==> run_1/final_congestion.png <==
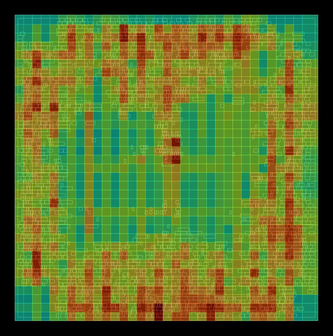
==> run_1/metal_stack.png <==
Two of the layers only.
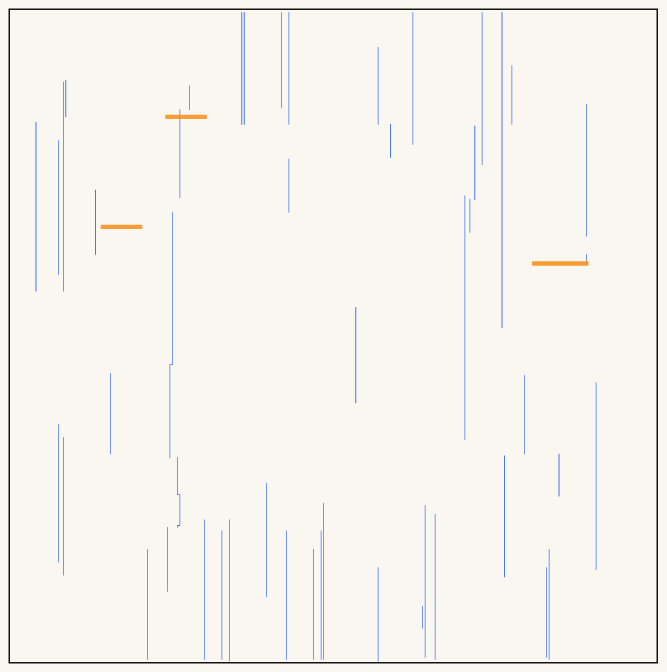
==> run_1/met3.png <==
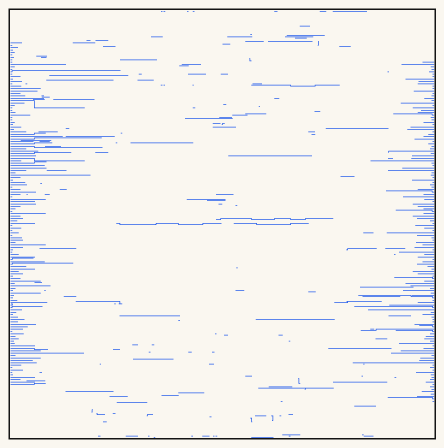
<file path="config.mk">
export PLATFORM = sky130hd
export DESIGN_NAME = acorn128_decrypt_byte
export DESIGN_NICKNAME = d
export VERILOG_FILES = /design/src/rtl/acorn128_decrypt_byte.sv
export SDC_FILE = /design/constraint.sdc
export NUM_CORES = 1
export LEC_CHECK = 0
export ABC_AREA = 1
export CORE_AREA = 2 2 238 240
export DETAILED_ROUTE_END_ITERATION = 10
export DIE_AREA = 0 0 240 242
export SLEW_MARGIN = 0
export SYNTH_ARGS = -nofsm -noshare
export SYNTH_HDL_FRONTEND = slang
export SYNTH_SLANG_ARGS = --single-unit
export TNS_END_PERCENT = 20
</file>
<file path="constraint.sdc">
create_clock -name clk -period 13 [get_ports clk]
set_input_delay 3.25 -clock clk [delete_from_list [all_inputs] [get_ports clk]]
set_output_delay 3.25 -clock clk [all_outputs]
set_load 0.005 [all_outputs]
</file>
<file path="src/rtl/acorn128_decrypt_byte.sv">
// ACORN-128 byte-wide decryption engine.
// Takes an already initialised 293-bit cipher state, then decrypts one
// ciphertext byte at a time, one bit per clock, LSB first. The updated
// state is always visible on state_out so the tag phase can pick it up.
module acorn128_decrypt_byte (
    input  logic         clk,
    input  logic         rst,
    input  logic         load,
    input  logic [292:0] state_in,
    input  logic         ca_in,
    input  logic         cb_in,
    input  logic         ct_valid,
    input  logic [7:0]   ct_byte,
    output logic         ct_ready,
    output logic         pt_valid,
    output logic [7:0]   pt_byte,
    input  logic         pt_ready,
    output logic [292:0] state_out,
    output logic         busy
);

    typedef enum logic [1:0] {
        EMPTY = 2'd0,
        IDLE  = 2'd1,
        SHIFT = 2'd2,
        HOLD  = 2'd3
    } state_t;

    state_t       state_q;
    state_t       state_d;
    logic [292:0] s_q;
    logic [292:0] s_lin;
    logic [292:0] s_step;
    logic [2:0]   cnt_q;
    logic [7:0]   ct_q;
    logic         ca_q;
    logic         cb_q;
    logic [7:0]   pt_q;
    logic         ks;
    logic         m_bit;
    logic         f_bit;
    logic         load_ok;
    logic         accept;

    // Load wins over a byte handshake; neither is possible while a byte is in flight
    assign load_ok = load && ((state_q == EMPTY) || (state_q == IDLE));
    assign accept  = ct_valid && (state_q == IDLE) && !load;

    // One cipher step: linear feedback in place, keystream, plaintext bit, shift-in
    always_comb begin
        s_lin      = s_q;
        s_lin[289] = s_q[289] ^ s_q[235] ^ s_q[230];
        s_lin[230] = s_q[230] ^ s_q[196] ^ s_q[193];
        s_lin[193] = s_q[193] ^ s_q[160] ^ s_q[154];
        s_lin[154] = s_q[154] ^ s_q[111] ^ s_q[107];
        s_lin[107] = s_q[107] ^ s_q[66]  ^ s_q[61];
        s_lin[61]  = s_q[61]  ^ s_q[23]  ^ s_q[0];

        ks = s_lin[12] ^ s_lin[154]
           ^ ((s_lin[235] & s_lin[61]) ^ (s_lin[235] & s_lin[193]) ^ (s_lin[61] & s_lin[193]))
           ^ ((s_lin[230] & s_lin[111]) ^ (~s_lin[230] & s_lin[66]));

        m_bit = ct_q[cnt_q] ^ ks;

        f_bit = s_lin[0] ^ ~s_lin[107]
              ^ ((s_lin[244] & s_lin[23]) ^ (s_lin[244] & s_lin[160]) ^ (s_lin[23] & s_lin[160]))
              ^ (ca_q & s_lin[196]) ^ (cb_q & ks);

        s_step = {f_bit ^ m_bit, s_lin[292:1]};
    end

    // Cipher state register: changes only on load or on a SHIFT step
    always_ff @(posedge clk or posedge rst) begin
        if (rst) begin
            s_q <= '0;
        end else if (load_ok) begin
            s_q <= state_in;
        end else if (state_q == SHIFT) begin
            s_q <= s_step;
        end
    end

    // Byte capture, bit counter and plaintext assembly
    always_ff @(posedge clk or posedge rst) begin
        if (rst) begin
            cnt_q <= 3'd0;
            ct_q  <= 8'h00;
            ca_q  <= 1'b0;
            cb_q  <= 1'b0;
            pt_q  <= 8'h00;
        end else if (accept) begin
            cnt_q <= 3'd0;
            ct_q  <= ct_byte;
            ca_q  <= ca_in;
            cb_q  <= cb_in;
        end else if (state_q == SHIFT) begin
            pt_q[cnt_q] <= m_bit;
            cnt_q       <= cnt_q + 3'd1;
        end
    end

    // FSM state register
    always_ff @(posedge clk or posedge rst) begin
        if (rst) begin
            state_q <= EMPTY;
        end else begin
            state_q <= state_d;
        end
    end

    // FSM next-state logic
    always_comb begin
        state_d = state_q;
        case (state_q)
            EMPTY: if (load_ok) state_d = IDLE;
            IDLE: begin
                if (load_ok) begin
                    state_d = IDLE;
                end else if (accept) begin
                    state_d = SHIFT;
                end
            end
            SHIFT: if (cnt_q == 3'd7) state_d = HOLD;
            HOLD:  if (pt_ready) state_d = IDLE;
            default: state_d = EMPTY;
        endcase
    end

    // FSM outputs
    always_comb begin
        ct_ready = (state_q == IDLE);
        pt_valid = (state_q == HOLD);
        busy     = (state_q == SHIFT) || (state_q == HOLD);
    end

    assign pt_byte   = pt_q;
    assign state_out = s_q;

endmodule

</file>
==> out/summary.txt, run 1 <==
Status -> completed
Hold Vio Cnt, Final -> 0
Mux area share -> 0
Synth Instances -> 1,643
Post-synth ARST share -> 1.000
Largest net degree at the start of global routing -> 165
Most frequent logic cell in the layout -> nand2_1
Setup Viol. Count Final -> 0
CTS resizes -> 0
Worst Path Buf+Inv -> 4
Adder-Cell Fraction of Synth Area -> 0.004970
Yosys reg bits -> 316
Combinational gate area -> 5947 um2
Hold path start -> ct_q[7]
Initial antenna violation count -> 9
Nonclk inv count -> 184
Hold Crit Class -> reg2reg
TritonCTS sink count -> 316
Post-synth seq share -> 0.5235
Vias/cell -> 4.695
Unrepaired setup endpoints after global routing -> false
Fmax -> 153.7 MHz
Syn avg cell area -> 9.193 um2
Combinational power -> 0.00271 W
FF+latch area -> 7908 um2
Uppermost layer routed -> met5
Reg power frac -> 0.332
Seq area share -> 0.3445
N_taps -> 756
Layout area overhead -> 51.95%
XOR/XNOR Area Share -> 0.001160
Worst hold stages -> 2
Delay-heaviest family, CP -> buffers and inverters
Drt first-iter violations -> 719
Yosys Chip Area -> 15,100 um2
Final Wtd Congestion -> 0.8820
First-pass GRT wire length -> 88,750 um
Layout Cells excl Fill -> 2,994
PD cells -> 244.6 nW/um2
Warnings, synthesis -> 0
Clock network power -> 0.00104 W
Total CTS buffers -> 39
Comb gates -> 1,044
CP startpoint -> load
Largest class -> flip-flops and latches
Top Layout Cells -> nand2_1, clkdlybuf4s50_1, dfrtp_1, inv_1, o211ai_2
Yosys simple share -> 0.2105
Post-Place Cells -> 2,922
Most used routing layer -> met2
Synth Net Count -> 1,957
Synth area leaders -> dfrtp_1, nand2_1, o211ai_2, inv_1, nand3_1
Net switching power -> 0.002187 W
I/O Pins -> 612
Diode count -> 6
Logic share of the area -> 0.2591
Met2 routed WL -> 28,220 um
Dominant flop cell -> dfrtp_1
Post-placement cell area -> 21,720 um2
Antenna-violating nets left -> 0
Unique cell types -> 36
Flop2flop setup slack -> 9.01 ns
WS Path Type -> in2reg
# rows -> 87
Metal-1 WL -> 24,190 um
Final Max Tran Viols -> 0
CP cell instances -> clkdlybuf4s50_1 -> o21a_4 -> buf_12 -> nor2_8 -> inv_8 -> buf_4 -> a21oi_1 -> a221o_1
Static leakage -> 10.14 nW
AND-OR/OR-AND Cells, Area Fraction -> 0.1766
Die Y -> 242 um
Non-clock buffers -> 622
Flip-flops with a built-in enable -> 0
Max FFs per register -> 293
Comb pwr share -> 0.482
Tool warnings -> 41
Setup TNS -> 0 ns
Total grt overflow -> 0
DIE AREA -> 58,080 um2
Seq_cells -> 316
Hold Path End -> ct_q[7]
Max-cap violations -> 0
Mapped Area -> 15,100 um2
Clk_buf instances -> 59
CTS root buf -> clkbuf_16
Crit path capture type -> flop
Reg2reg path depth -> 9
About final_congestion.png:
GR Util met3: 0.05071
met1 usage: 0.2452
gr usage total: 0.1975
Core Util, Final: 0.4118

About metal_stack.png:
met4: shown in blue, wire length 2,040 um. met5: shown in orange, wire length 46.9 um.
routed len/inst: 19.62 um
vias: 14,060
DRT Wirelength: 58,740 um

About met3.png:
The wires run mostly horizontal. The layer carries 4,250 um of wire. The layer holds 7.2% of the routed length. The longest straight run is 61.2 um. 369 nets have wire on it.

==> run 2: changes to the inputs <==
--- a/config.mk
+++ b/config.mk
@@ -6,9 +6,9 @@
 export NUM_CORES = 1
 export LEC_CHECK = 0
 export ABC_AREA = 1
-export CORE_AREA = 2 2 238 240
+export CORE_AREA = 2 2 236 238
 export DETAILED_ROUTE_END_ITERATION = 10
-export DIE_AREA = 0 0 240 242
+export DIE_AREA = 0 0 238 240
 export SLEW_MARGIN = 0
 export SYNTH_ARGS = -nofsm -noshare
 export SYNTH_HDL_FRONTEND = slang
==> constraint.sdc (replaced) <==
create_clock -name clk -period 5.5 [get_ports clk]
set_input_delay 1.375 -clock clk [delete_from_list [all_inputs] [get_ports clk]]
set_output_delay 1.375 -clock clk [all_outputs]
set_load 0.005 [all_outputs]
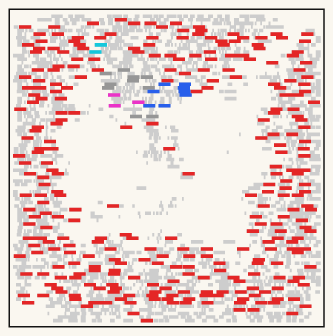
(run_2/registers.png)
Other sequential cells in the stronger gray, the rest of the logic in the fainter gray.
`state_q`: shown in cyan, flops 2. `pt_byte`: shown in blue, flops 8, where top middle. `state_out`: shown in red, flops 293, where spread over the die. `cnt_q`: shown in magenta, flops 3.
Another 10 sequential cells are not colored.
FF+latch area: 7908 um2
sequential logic power: 0.00437 W

==> run 2 against run 1 <==
First-iteration DRC count is 18% lower. Die area is 1.7% lower. Count of clock-buffer cells in the layout is 3 lower. Clock skew is 0.0036 ns higher. Sequential cell count stayed put. Register-to-register slack worse by 6.0 ns. Combinational power is 140% higher. Non-clock buffer count is 2 higher. Worst setup slack worse by 4.6 ns. Sequential share of layout area is 0.19 points lower. Highest routed layer unchanged.
==> out/summary.txt, run 2 <==
Status -> completed
Non-clock buffers -> 624 (+0.32%)
Clk_buf instances -> 56 (-5.1%)
N_taps -> 704 (-6.9%)
Post-Place Cells -> 2,872 (-1.7%)
Layout Cells excl Fill -> 2,939 (-1.8%)
Synth Instances -> 1,643 (unchanged)
Antenna-violating nets left -> 0 (unchanged)
Gr usage total -> 0.1994 (+0.001860)
Post-placement cell area -> 21,770 um2 (+0.21%)
Most frequent logic cell in the layout -> nand2_1
WS Path Type -> reg2out
AND-OR/OR-AND Cells, Area Fraction -> 0.1766 (unchanged)
Routed len/inst -> 20.02 um (+2.0%)
Mux area share -> 0 (unchanged)
Die Y -> 240 um (-0.83%)
Dominant flop cell -> dfrtp_1
Synth Net Count -> 1,957 (unchanged)
Mapped Area -> 15,100 um2 (unchanged)
Largest net degree at the start of global routing -> 153 (-7.3%)
Static leakage -> 10.21 nW (+0.72%)
Hold path start -> ct_q[2]
Reg power frac -> 0.326 (-0.006)
Seq_cells -> 316 (unchanged)
Nonclk inv count -> 184 (unchanged)
Comb pwr share -> 0.478 (-0.004)
Flop2flop setup slack -> 3.01 ns (-6.00 ns)
Tool warnings -> 45 (+9.8%)
CP startpoint -> state_q[0]
Met1 usage -> 0.2445 (-0.0006548)
Metal-1 WL -> 24,040 um (-0.61%)
Setup Viol. Count Final -> 0 (unchanged)
Max-cap violations -> 0 (unchanged)
Hold Vio Cnt, Final -> 0 (unchanged)
Seq area share -> 0.3426 (-0.001905)
Hold Path End -> ct_q[2]
Comb gates -> 1,044 (unchanged)
Initial antenna violation count -> 4 (-5)
Fmax -> 276.8 MHz
Post-synth seq share -> 0.5235 (unchanged)
Reg2reg path depth -> 7 (-2)
Flip-flops with a built-in enable -> 0 (unchanged)
PD cells -> 581.9 nW/um2 (+140%)
First-pass GRT wire length -> 87,450 um (-1.5%)
Uppermost layer routed -> met5
XOR/XNOR Area Share -> 0.001160 (unchanged)
Largest class -> flip-flops and latches
CTS resizes -> 0 (unchanged)
DIE AREA -> 57,120 um2 (-1.7%)
Combinational gate area -> 5947 um2 (unchanged)
Worst Path Buf+Inv -> 2 (-2)
Syn avg cell area -> 9.193 um2 (unchanged)
Crit path capture type -> output pin
Yosys simple share -> 0.2105 (unchanged)
Warnings, synthesis -> 0 (unchanged)
CP cell instances -> inv_1 -> ha_1 -> or2_2 -> clkdlybuf4s50_1
Vias/cell -> 4.766 (+1.5%)
Layout area overhead -> 52.79%
Yosys Chip Area -> 15,100 um2 (unchanged)
Core Util, Final -> 0.4222 (+0.01040)
Hold Crit Class -> reg2reg
Top Layout Cells -> nand2_1, clkdlybuf4s50_1, dfrtp_1, inv_1, o211ai_2
Final Wtd Congestion -> 0.8678 (-1.6%)
# rows -> 86 (-1.1%)
Synth area leaders -> dfrtp_1, nand2_1, o211ai_2, inv_1, nand3_1
Max FFs per register -> 293 (unchanged)
==> run 3: changes to the inputs <==
==> constraint.sdc (replaced) <==
create_clock -name clk -period 3.3 [get_ports clk]
set_input_delay 0.825 -clock clk [delete_from_list [all_inputs] [get_ports clk]]
set_output_delay 0.825 -clock clk [all_outputs]
set_load 0.005 [all_outputs]
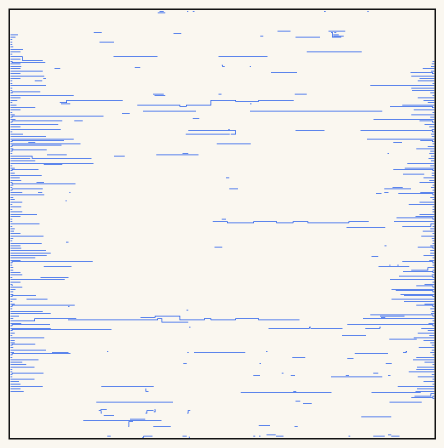
(run_3/met3.png)
The longest straight run is 73.8 um. The layer holds 7.3% of the routed length. The wires run mostly horizontal.
vias: 14,130
GR Util met3: 0.05327
DRT Wirelength: 59,370 um

==> run 3 against run 2 <==
Count of clock-buffer cells in the layout increased by 1. Final cell count grew 0.82%. Critical path depth stayed put. Via count increased by 0.86%. Design area increased by 1.2%. First-iteration DRC count rose by 21%. Sequential cell count did not move. Largest power group unchanged. Non-clock buffer count grew 21. Clock skew decreased by 0.0052 ns.
==> out/summary.txt, run 3 <==
Synth area leaders -> dfrtp_1, nand2_1, o211ai_2, inv_1, nand3_1
Synth Instances -> 1,643 (unchanged)
Gr usage total -> 0.2021 (+0.002681)
Clk_buf instances -> 57 (+1.8%)
# rows -> 86 (unchanged)
FF-to-FF Start -> state_q[0]
XOR/XNOR Area Share -> 0.001160 (unchanged)
Met1 usage -> 0.2440 (-0.0005058)
Flip-flops with a built-in enable -> 0 (unchanged)
Nonclk inv count -> 184 (unchanged)
Fin worst setup slack -> 0.2083 ns
Uppermost layer routed -> met5
Synth area leader -> dfrtp_1
Reg power frac -> 0.321 (-0.005)
Die Y -> 240 um (unchanged)
Post-placement cell area -> 21,990 um2 (+1.0%)
Fin Clk Skew -> 0.01378 ns
Sequential logic power -> 0.00731 W (+67%)
Total grt overflow -> 0
First-pass GRT wire length -> 88,680 um (+1.4%)
Reg2reg path depth -> 7 (unchanged)
Max FFs per register -> 293 (unchanged)
WS Path Type -> reg2out
Static leakage -> 10.36 nW (+1.4%)
Max-cap violations -> 0 (unchanged)
Combinational power -> 0.0109 W
Tool warnings -> 42 (-6.7%)
Met2 routed WL -> 29,120 um
Crit path capture type -> output pin
Worst Path Buf+Inv -> 2 (unchanged)
Final Wtd Congestion -> 0.8859 (+2.1%)
Comb pwr share -> 0.478 (about the same)
Routed len/inst -> 20.04 um (+0.10%)
Hold Crit Class -> reg2reg
DIE AREA -> 57,120 um2 (unchanged)
Core Util, Final -> 0.4271 (+0.004876)
Combinational gate area -> 5947 um2 (unchanged)
Insertion delay at the late pin of the worst-skew pair -> 0.55 ns
Top Layout Cells -> nand2_1, clkdlybuf4s50_1, dfrtp_1, inv_1, o211ai_2
Warnings, synthesis -> 0 (unchanged)
Vias/cell -> 4.768 (about the same)
Flop2flop setup slack -> 0.96 ns (-2.05 ns)
Mapped Area -> 15,100 um2 (unchanged)
Status -> completed
Largest class -> flip-flops and latches
Hold Vio Cnt, Final -> 0 (unchanged)
Initial antenna violation count -> 5 (+1)
AND-OR/OR-AND Cells, Area Fraction -> 0.1766 (unchanged)
Layout area overhead -> 54.56%
Metal-1 WL -> 24,040 um (about the same)
Layout Cells excl Fill -> 2,963 (+0.82%)
PD cells -> 974.7 nW/um2 (+68%)
CP cell instances -> inv_1 -> ha_1 -> or2_2 -> clkdlybuf4s50_1
CTS resizes -> 0 (unchanged)
FF+latch area -> 7908 um2 (unchanged)
Non-clock buffers -> 645 (+3.4%)
Leading power group -> combinational logic
Setup Viol. Count Final -> 0 (unchanged)
N_taps -> 704 (unchanged)
Dominant flop cell -> dfrtp_1
Antenna-violating nets left -> 0 (unchanged)
Hold path start -> ct_q[6]
Most frequent logic cell in the layout -> nand2_1
Seq_cells -> 316 (unchanged)
CP startpoint -> state_q[0]
Total CTS buffers -> 39
Comb gates -> 1,044 (unchanged)
Yosys Chip Area -> 15,100 um2 (unchanged)
Post-synth seq share -> 0.5235 (unchanged)
Mux area share -> 0 (unchanged)
Post-Place Cells -> 2,893 (+0.73%)
Hold Path End -> ct_q[6]
Die width -> 238 um
Internal power -> 0.01411 W
Synth Net Count -> 1,957 (unchanged)
Largest net degree at the start of global routing -> 177 (+16%)
Fmax -> 323.5 MHz
Yosys simple share -> 0.2105 (unchanged)
Syn avg cell area -> 9.193 um2 (unchanged)
Power and IR drop assume default switching activity.
